**src/rtl/memory_arbiter_pkg.sv**
```systemverilog
// Shared types for the memory data-port arbiter.
//   arbiter_state_t : arbitration FSM states.
//   mem_request_t   : one master's access as presented to the memory port.
package memory_arbiter_pkg;

  // Widest word address that fits a 32-bit byte address space.
  localparam int unsigned MemAddrMax = 30;

  typedef enum logic [0:0] {
    ARBITRATE,
    LOCKED
  } arbiter_state_t;

  typedef struct packed {
    logic                  write;
    logic [3:0]            byte_en;
    logic [MemAddrMax-1:0] address;
    logic [31:0]           data;
  } mem_request_t;

endpackage

```
**src/rtl/memory_port_arbiter_if.sv**
```systemverilog
// Requester-side and memory-side signals of the memory data-port arbiter.
//   slave  : seen by the arbiter (takes requests, drives grants/responses and the memory port).
//   master : seen by the requesters and the memory model.
interface memory_port_arbiter_if #(
  parameter int unsigned NUM_MASTERS = 2,
  parameter int unsigned ADDR_WIDTH  = 8
);
  logic [NUM_MASTERS-1:0]                 req_i;
  logic [NUM_MASTERS-1:0]                 write_i;
  logic [NUM_MASTERS-1:0]                 lock_i;
  logic [NUM_MASTERS-1:0][ADDR_WIDTH-1:0] address_i;
  logic [NUM_MASTERS-1:0][31:0]           data_i;
  logic [NUM_MASTERS-1:0][3:0]            byte_en_i;
  logic [NUM_MASTERS-1:0]                 grant_o;
  logic [NUM_MASTERS-1:0]                 rvalid_o;
  logic [NUM_MASTERS-1:0]                 wdone_o;
  logic [31:0]                            rdata_o;
  logic                                   mem_enable_o;
  logic [3:0]                             mem_write_o;
  logic [ADDR_WIDTH-1:0]                  mem_address_o;
  logic [31:0]                            mem_data_o;
  logic [31:0]                            mem_data_i;

  modport slave (
    input  req_i, write_i, lock_i, address_i, data_i, byte_en_i, mem_data_i,
    output grant_o, rvalid_o, wdone_o, rdata_o,
    output mem_enable_o, mem_write_o, mem_address_o, mem_data_o
  );

  modport master (
    output req_i, write_i, lock_i, address_i, data_i, byte_en_i, mem_data_i,
    input  grant_o, rvalid_o, wdone_o, rdata_o,
    input  mem_enable_o, mem_write_o, mem_address_o, mem_data_o
  );
endinterface

```
**src/rtl/round_robin_picker.sv**
```systemverilog
// Combinational round-robin winner selection.
//   req_i        : request vector.
//   rr_ptr_i     : index of the last winner; the search starts one above it and wraps.
//   winner_oh_o  : one-hot winner (all zero when nobody requests).
//   winner_idx_o : index of the winner (0 when nobody requests).
module round_robin_picker #(
  parameter int unsigned NUM_REQ = 2,
  localparam int unsigned IdxW = (NUM_REQ > 1) ? $clog2(NUM_REQ) : 1
) (
  input  logic [NUM_REQ-1:0] req_i,
  input  logic [IdxW-1:0]    rr_ptr_i,
  output logic [NUM_REQ-1:0] winner_oh_o,
  output logic [IdxW-1:0]    winner_idx_o
);

  logic        found;
  int unsigned cand;

  always_comb begin
    found        = 1'b0;
    cand         = 0;
    winner_oh_o  = '0;
    winner_idx_o = '0;
    for (int unsigned off = 1; off <= NUM_REQ; off++) begin
      // Wrap by subtraction so non-power-of-two counts work.
      cand = 32'(rr_ptr_i) + off;
      if (cand >= NUM_REQ) begin
        cand = cand - NUM_REQ;
      end
      if (!found && req_i[IdxW'(cand)]) begin
        found                     = 1'b1;
        winner_oh_o[IdxW'(cand)]  = 1'b1;
        winner_idx_o              = IdxW'(cand);
      end
    end
  end

endmodule

```
**src/rtl/memory_port_arbiter.sv**
```systemverilog
// Round-robin arbiter for the on-chip memory data port, with bounded burst lock.
//   clk_i   : clock.
//   rst_n_i : asynchronous active-low reset.
//   bus     : requester handshake (req/write/lock/address/data/byte_en in, grant/rvalid/wdone/
//             rdata out) and memory port drive (enable, byte strobes, address, write data,
//             read data in).
module memory_port_arbiter
  import memory_arbiter_pkg::*;
#(
  parameter int unsigned NUM_MASTERS = 2,
  parameter int unsigned ADDR_WIDTH  = 8,
  parameter int unsigned MAX_BURST   = 4
) (
  input logic                  clk_i,
  input logic                  rst_n_i,
  memory_port_arbiter_if.slave bus
);

  localparam int unsigned PtrW = $clog2(NUM_MASTERS);
  localparam int unsigned CntW = $clog2(MAX_BURST + 1);

  arbiter_state_t         state_q;
  logic [PtrW-1:0]        rr_ptr_q;
  logic [PtrW-1:0]        owner_q;
  logic [CntW-1:0]        burst_cnt_q;
  logic [NUM_MASTERS-1:0] rvalid_q;
  logic [NUM_MASTERS-1:0] wdone_q;

  logic [NUM_MASTERS-1:0] pick_oh;
  logic [PtrW-1:0]        pick_idx;
  logic [NUM_MASTERS-1:0] grant;
  logic [PtrW-1:0]        gnt_idx;
  logic                   any_grant;
  mem_request_t           sel;
  logic                   unused_addr_hi;

  round_robin_picker #(
    .NUM_REQ (NUM_MASTERS)
  ) u_picker (
    .req_i        (bus.req_i),
    .rr_ptr_i     (rr_ptr_q),
    .winner_oh_o  (pick_oh),
    .winner_idx_o (pick_idx)
  );

  // Grant is combinational with req; forced off while reset is held.
  always_comb begin
    grant   = '0;
    gnt_idx = pick_idx;
    unique case (state_q)
      ARBITRATE: grant = pick_oh;
      LOCKED: begin
        gnt_idx = owner_q;
        if (bus.req_i[owner_q]) begin
          grant[owner_q] = 1'b1;
        end
      end
      default: ;
    endcase
    if (!rst_n_i) begin
      grant = '0;
    end
  end

  assign any_grant = |grant;

  always_comb begin
    sel = '0;
    if (any_grant) begin
      sel.write   = bus.write_i[gnt_idx];
      sel.byte_en = bus.byte_en_i[gnt_idx];
      sel.address = MemAddrMax'(bus.address_i[gnt_idx]);
      sel.data    = bus.data_i[gnt_idx];
    end
  end

  assign unused_addr_hi    = ^sel.address;
  assign bus.grant_o       = grant;
  assign bus.mem_enable_o  = any_grant;
  assign bus.mem_write_o   = sel.write ? sel.byte_en : 4'b0000;
  assign bus.mem_address_o = sel.address[ADDR_WIDTH-1:0];
  assign bus.mem_data_o    = sel.data;
  assign bus.rdata_o       = bus.mem_data_i;
  assign bus.rvalid_o      = rvalid_q;
  assign bus.wdone_o       = wdone_q;

  always_ff @(posedge clk_i or negedge rst_n_i) begin
    if (!rst_n_i) begin
      state_q     <= ARBITRATE;
      rr_ptr_q    <= PtrW'(NUM_MASTERS - 1);
      owner_q     <= '0;
      burst_cnt_q <= '0;
      rvalid_q    <= '0;
      wdone_q     <= '0;
    end else begin
      // One-cycle response pulse for the access granted this cycle.
      rvalid_q <= '0;
      wdone_q  <= '0;
      if (any_grant) begin
        rr_ptr_q <= gnt_idx;
        if (sel.write) begin
          wdone_q[gnt_idx] <= 1'b1;
        end else begin
          rvalid_q[gnt_idx] <= 1'b1;
        end
      end

      unique case (state_q)
        ARBITRATE: begin
          if (any_grant && bus.lock_i[gnt_idx] && (MAX_BURST > 1)) begin
            state_q     <= LOCKED;
            owner_q     <= gnt_idx;
            burst_cnt_q <= CntW'(1);
          end else begin
            burst_cnt_q <= '0;
          end
        end
        LOCKED: begin
          if (bus.req_i[owner_q] && bus.lock_i[owner_q]) begin
            burst_cnt_q <= burst_cnt_q + CntW'(1);
            if (burst_cnt_q + CntW'(1) == CntW'(MAX_BURST)) begin
              state_q <= ARBITRATE;
            end
          end else begin
            // Lock released or owner idle: end the burst (idle owner costs one bubble).
            state_q     <= ARBITRATE;
            burst_cnt_q <= '0;
          end
        end
        default: state_q <= ARBITRATE;
      endcase
    end
  end

endmodule

```
**src/flat_wrapper.sv**
```systemverilog
// flat-port wrapper written by rule: the top's interface ports become plain ports
module memory_port_arbiter_flat import memory_arbiter_pkg::*;
#(
  parameter int unsigned NUM_MASTERS = 2,
  parameter int unsigned ADDR_WIDTH  = 8,
  parameter int unsigned MAX_BURST   = 4
)
  (clk_i, rst_n_i, bus_req_i, bus_write_i, bus_lock_i, bus_address_i, bus_data_i, bus_byte_en_i, bus_mem_data_i, bus_grant_o, bus_rvalid_o, bus_wdone_o, bus_rdata_o, bus_mem_enable_o, bus_mem_write_o, bus_mem_address_o, bus_mem_data_o);
  memory_port_arbiter_if #(.NUM_MASTERS(NUM_MASTERS), .ADDR_WIDTH(ADDR_WIDTH)) bus_i ();
  input logic clk_i;
  input logic rst_n_i;
  input wire logic [$bits(bus_i.req_i)-1:0] bus_req_i;
  input wire logic [$bits(bus_i.write_i)-1:0] bus_write_i;
  input wire logic [$bits(bus_i.lock_i)-1:0] bus_lock_i;
  input wire logic [$bits(bus_i.address_i)-1:0] bus_address_i;
  input wire logic [$bits(bus_i.data_i)-1:0] bus_data_i;
  input wire logic [$bits(bus_i.byte_en_i)-1:0] bus_byte_en_i;
  input wire logic [$bits(bus_i.mem_data_i)-1:0] bus_mem_data_i;
  output wire logic [$bits(bus_i.grant_o)-1:0] bus_grant_o;
  output wire logic [$bits(bus_i.rvalid_o)-1:0] bus_rvalid_o;
  output wire logic [$bits(bus_i.wdone_o)-1:0] bus_wdone_o;
  output wire logic [$bits(bus_i.rdata_o)-1:0] bus_rdata_o;
  output wire logic [$bits(bus_i.mem_enable_o)-1:0] bus_mem_enable_o;
  output wire logic [$bits(bus_i.mem_write_o)-1:0] bus_mem_write_o;
  output wire logic [$bits(bus_i.mem_address_o)-1:0] bus_mem_address_o;
  output wire logic [$bits(bus_i.mem_data_o)-1:0] bus_mem_data_o;
  assign bus_i.req_i = bus_req_i;
  assign bus_i.write_i = bus_write_i;
  assign bus_i.lock_i = bus_lock_i;
  assign bus_i.address_i = bus_address_i;
  assign bus_i.data_i = bus_data_i;
  assign bus_i.byte_en_i = bus_byte_en_i;
  assign bus_i.mem_data_i = bus_mem_data_i;
  assign bus_grant_o = bus_i.grant_o;
  assign bus_rvalid_o = bus_i.rvalid_o;
  assign bus_wdone_o = bus_i.wdone_o;
  assign bus_rdata_o = bus_i.rdata_o;
  assign bus_mem_enable_o = bus_i.mem_enable_o;
  assign bus_mem_write_o = bus_i.mem_write_o;
  assign bus_mem_address_o = bus_i.mem_address_o;
  assign bus_mem_data_o = bus_i.mem_data_o;
  memory_port_arbiter #(.NUM_MASTERS(NUM_MASTERS), .ADDR_WIDTH(ADDR_WIDTH), .MAX_BURST(MAX_BURST)) u_core (.clk_i(clk_i), .rst_n_i(rst_n_i), .bus(bus_i));
endmodule
```
**config.mk**
```make
export PLATFORM = sky130hd
export DESIGN_NAME = memory_port_arbiter_flat
export DESIGN_NICKNAME = d
export VERILOG_FILES = /design/src/rtl/memory_arbiter_pkg.sv /design/src/rtl/memory_port_arbiter_if.sv /design/src/rtl/round_robin_picker.sv /design/src/rtl/memory_port_arbiter.sv /design/src/flat_wrapper.sv
export SDC_FILE = /design/constraint.sdc
export NUM_CORES = 1
export LEC_CHECK = 0
export ABC_AREA = 1
export CORE_MARGIN = 3
export CORE_UTILIZATION = 20
export DETAILED_ROUTE_END_ITERATION = 8
export PLACE_DENSITY_LB_ADDON = 0.1
export SYNTH_ARGS = -nofsm -noshare
export SYNTH_HDL_FRONTEND = slang
export SYNTH_SLANG_ARGS = --single-unit
```
**constraint.sdc**
```tcl
create_clock -name clk_i -period 1.57 [get_ports clk_i]
set_clock_uncertainty 0.2 [all_clocks]
set_input_delay 0.314 -clock clk_i [delete_from_list [all_inputs] [get_ports clk_i]]
set_output_delay 0.314 -clock clk_i [all_outputs]
set_load 0.1 [all_outputs]
```
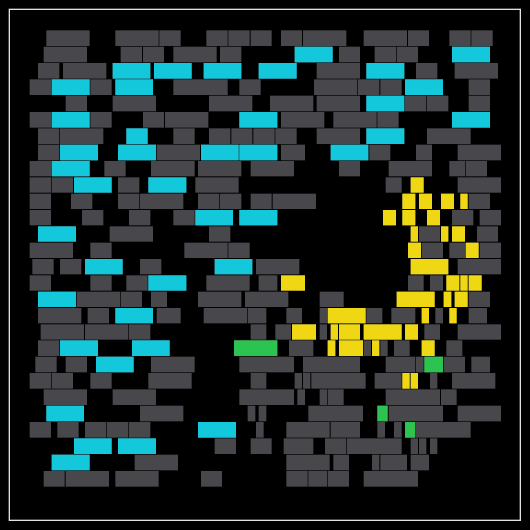
Run 1: gate-type map
Scale: 6 px per um.
yellow -> nand cells  # cells 35, most used nand2_2, where middle right
cyan -> non-inverting ao/oa cells  # cells 40, most used a22o_4, where all over the die
green -> aoi and oai cells  # cells 4, most used o21ai_0, where lower right

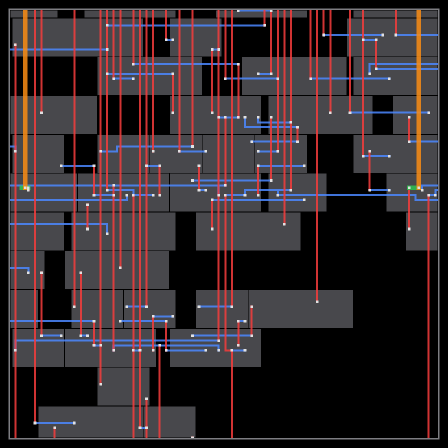
Run 1: a small window of the routed layout
Window x 27 to 57, y 44 to 74 um. Cells in grey, sequential cells in the stronger grey; small squares are vias.
orange -> M4
green -> M3
red -> M2
blue -> M1
most frequent = buf_12 (14), clkdlybuf4s50_1 (13), a22o_4 (6)
cells with their middle in the window = 35
sequential cells in the window = 0

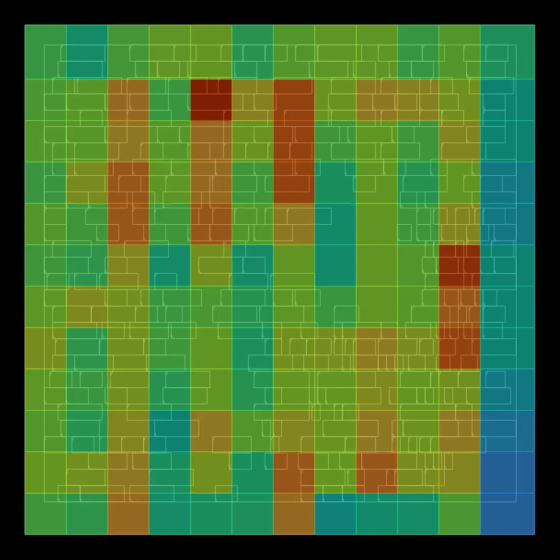
Run 1: routing congestion
peak-usage layer in the global routing report: met2
routed length per placed instance: 17.0 um
GR Util met3: 0.0670
core occupancy in the finished layout: 0.635
met2 Track Usage GR: 0.301

run 1: through the flow:
stage                     TNS (ns)  hold slack (ns)   util  power [mW]  worst slack (ns)
after floorplan             -13.50           -0.182      -        3.22            -0.329
after global placement      -35.91            0.308  0.604        4.29            -0.747
after detailed placement    -36.20            0.316  0.604        4.30            -0.752
after CTS                   -26.90            0.330  0.624        4.66            -0.602
after global routing        -30.31            0.365  0.635        4.88            -0.668
final                       -26.50            0.325  0.635        4.71            -0.597
run 1: metal layers:
metal  global-route usage  vias to the layer above  share of wire
met4               0.0216                        0         0.0091
met2                0.301                      109           0.55
met5                    0                        -              0
li1                     -                      792              -
met1                0.174                      784           0.34
met3               0.0670                        6          0.099
==> results.sh, run 1 <==
# physical design summary
export IMPL_outcome="finished with violations"
export IMPL_violations="setup timing"
export IMPL_final_signal_buffer_count=172
export IMPL_detailedPlacementHpwl_um=5380
export IMPL_synthCells=158
export IMPL_largest_power_group="combinational logic"
export IMPL_post_synth_fa_ha_maj_area_fraction=0.0201
export IMPL_number_of_max_slew_violations_in_the_final_report=0
export IMPL_clkCellAreaFrac=0.0118
export IMPL_synthArstFlopShare=1.00
export IMPL_synth_edff_count=0
export IMPL_fillCellCount=479
export IMPL_post_route_cells_drive_above_1_share=0.507
export IMPL_io_buffers=146
export IMPL_syn_nets=288
export IMPL_path_cells="nand3_4 > nand3_4 > inv_6 > buf_12 > a22o_4 > buf_12"
export IMPL_ys_sh_aoi=0.301
export IMPL_power_leakage_nw=1.68
export IMPL_worst_hold_path_endpoint="u_core.burst_cnt_q[0]"
export IMPL_area_share_sequential=0.0662
export IMPL_grt_overflow_total=0
export IMPL_synth_area_yosys_um2=1250
export IMPL_p_seq_frac=0.078
export IMPL_area_delta_synth_final_pct=205
export IMPL_layoutNonFillerInstCount=369
export IMPL_unrepaired_setup_endpoints_after_global_routing="yes"
export IMPL_area_leaders="a22o_1 (28%), buf_4 (22%), dfrtp_1 (18%)"
export IMPL_final_layout_top_logic_cell="clkdlybuf4s50_1"
export IMPL_worst_hold_path_type="reg -> reg"
export IMPL_gp_congestion=0.764
export IMPL_registers_top_by_ff_count="u_core.burst_cnt_q"
export IMPL_post_synth_instance_area_um2=1250
export IMPL_fmaxAchievable_mhz=462
export IMPL_comb_area_share=0.278
export IMPL_design_die_area_um2=7210
export IMPL_post_cts_resized=10
export IMPL_drc=0
export IMPL_total_switching_power_mw=2.53
export IMPL_design_core_area_um2=5990
export IMPL_slowest_stage="dfstp_2"
export IMPL_antenna_found_initial=0
export IMPL_initCoreUtil=0.208
export IMPL_number_of_flip_flops_under_the_largest_register_name=3
export IMPL_finalSetupViolCount=50
export IMPL_core_rowCount=28
export IMPL_cts_sinks=10
export IMPL_pwr_share_clk=0.057
export IMPL_switching_share=0.537
export IMPL_ys_warnings_count=0
export IMPL_worstReg2RegStart="u_core.rr_ptr_q"
export IMPL_synth_simple_gate_area_share=0.167
export IMPL_timing_hold_worst_start="u_core.burst_cnt_q[0]"
export IMPL_drtAntennaViolNets=0
export IMPL_number_of_search_and_repair_iterations_in_the_first_detailed_routing_pass=4
export IMPL_ctsRootBufferMaster="clkbuf_8"
export IMPL_netlist_area_leader_share=0.281
export IMPL_globalRouteTotalUtil=0.161
export IMPL_die_w_um=84.9
export IMPL_routed_via_count=1691
export IMPL_cts_buffers_inserted=3
export IMPL_holdPathStages=1
export IMPL_critical_path_max_stage_delay_ns=0.56
export IMPL_synth_seq_cells=10
export IMPL_post_route_worst_setup_slack_ns=-0.597
export IMPL_tapcell_inserted=75
export IMPL_ys_flop_type="dfrtp_1"
export IMPL_placement_cell_area_um2=3620
export IMPL_openroad_warnings=30
export IMPL_detailedRoute_firstIterationViolations=19
==> run 2, diff against run 1 <==
Settings changed: HOLD_SLACK_MARGIN from default to 0.15.
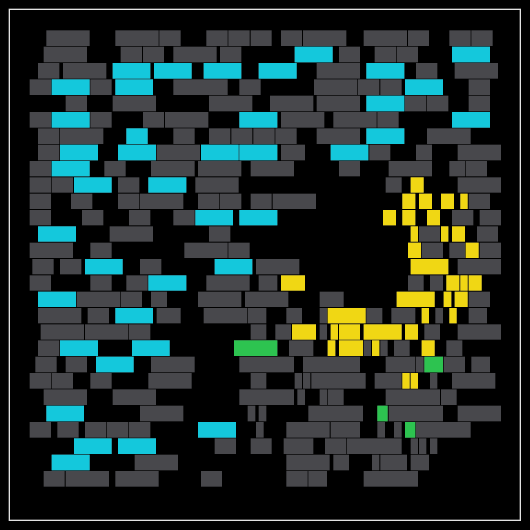
Run 2: gate-type map
Scale: 6 px per um.
yellow -> nand cells  # cells 35, most used nand2_2, where middle right
green -> aoi and oai cells  # cells 4, most used o21ai_0, where lower right
cyan -> non-inverting ao/oa cells  # cells 40, most used a22o_4, where all over the die

==> run 2 against run 1 <==
The run still ends with setup timing left; power about the same; synthesized area is the same; via count is 0.30% lower; sequential share of layout area barely moved; utilization fell by 0.17 points; setup slack got worse by 0.00052 ns; sequential cell count unchanged; clock-buffer cell count unchanged; global-route usage about the same; worst hold slack about the same; critical path depth is the same; final cell count fell by 0.27%; critical endpoint unchanged.
==> results.sh, run 2 <==
# physical design summary
export IMPL_synth_edff_count=0
export IMPL_die_w_um=84.9
export IMPL_timing_hold_worst_start="u_core.burst_cnt_q[0]"
export IMPL_final_layout_top_logic_cell="clkdlybuf4s50_1"
export IMPL_met2_usage=0.300
export IMPL_layoutNonFillerInstCount=368
export IMPL_critical_path_max_stage_delay_ns=0.56
export IMPL_area_share_sequential=0.0663
export IMPL_final_signal_buffer_count=171
export IMPL_tapcell_inserted=75
export IMPL_number_of_max_slew_violations_in_the_final_report=0
export IMPL_final_hold_worst_slack_ns=0.325
export IMPL_core_rowCount=28
export IMPL_grt_busiest_layer="met2"
export IMPL_finalSetupViolCount=50
export IMPL_synthCells=158
export IMPL_gp_congestion=0.764
export IMPL_synth_area_yosys_um2=1250
export IMPL_post_synth_instance_area_um2=1250
export IMPL_post_place_ws_ns=-0.752
export IMPL_ys_sh_aoi=0.301
export IMPL_fin_setup_tns_ns=-26.52
export IMPL_design_die_area_um2=7210
export IMPL_comb_area_share=0.279
export IMPL_finish_utilization=0.633
export IMPL_post_synth_fa_ha_maj_area_fraction=0.0201
export IMPL_drtAntennaViolNets=0
export IMPL_io_buffers=146
export IMPL_grt_met3_usage=0.0670
export IMPL_area_delta_synth_final_pct=204
export IMPL_synth_seq_cells=10
export IMPL_slowest_stage="dfstp_2"
export IMPL_dr_wl_met2_um=3450
export IMPL_routed_via_count=1686
export IMPL_wl_met3_um=617
export IMPL_ctsRootBufferMaster="clkbuf_8"
export IMPL_worst_hold_path_endpoint="u_core.burst_cnt_q[0]"
export IMPL_outcome="finished with violations"
export IMPL_synth_simple_gate_area_share=0.167
export IMPL_antenna_found_initial=0
export IMPL_unrepaired_setup_endpoints_after_global_routing="yes"
export IMPL_cts_sinks=10
export IMPL_holdPathStages=1
export IMPL_synthArstFlopShare=1.00
export IMPL_post_route_worst_setup_slack_ns=-0.597
export IMPL_post_route_cells_drive_above_1_share=0.509
export IMPL_design_power_total_mw=4.70
export IMPL_maxUsedRoutingLayer="met4"
export IMPL_global_route_usage_met1=0.173
export IMPL_registers_top_by_ff_count="u_core.burst_cnt_q"
export IMPL_worst_hold_path_type="reg -> reg"
export IMPL_fillCellCount=480
export IMPL_ys_flop_type="dfrtp_1"
export IMPL_violations="setup timing"
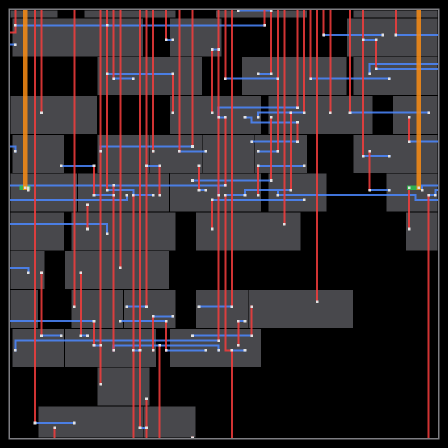
Run 2: a small window of the routed layout
Window x 27 to 57, y 44 to 74 um. Cells in grey, sequential cells in the stronger grey; small squares are vias.
orange -> M4
blue -> M1
green -> M3
red -> M2
most frequent = buf_12 (14), clkdlybuf4s50_1 (13), a22o_4 (6)
cells with their middle in the window = 35
sequential cells in the window = 0

## run 2: worst max path at each step
stage                    startpoint                    to  slack [ns]
floorplan           u_core.rr_ptr_q    bus_mem_write_o[0]       -0.33
global placement       bus_req_i[1]    bus_mem_data_o[16]       -0.75
detailed placement     bus_req_i[1]    bus_mem_data_o[16]       -0.75
CTS                 u_core.rr_ptr_q  bus_mem_address_o[1]       -0.60
global route         u_core.state_q  bus_mem_address_o[1]       -0.67
finish              u_core.rr_ptr_q    bus_mem_data_o[10]       -0.60
## run 2: power breakdown
part | switching [mW] | internal [mW] | total [mW] | leakage [nW]
Sequential | 0.0465 | 0.319 | 0.365 | 0.132
Clock | 0.0907 | 0.177 | 0.268 | 0.0228
Combinational | 2.39 | 1.68 | 4.07 | 1.53
Total | 2.53 | 2.18 | 4.70 | 1.68
Power is estimated from default activity; no workload was simulated.
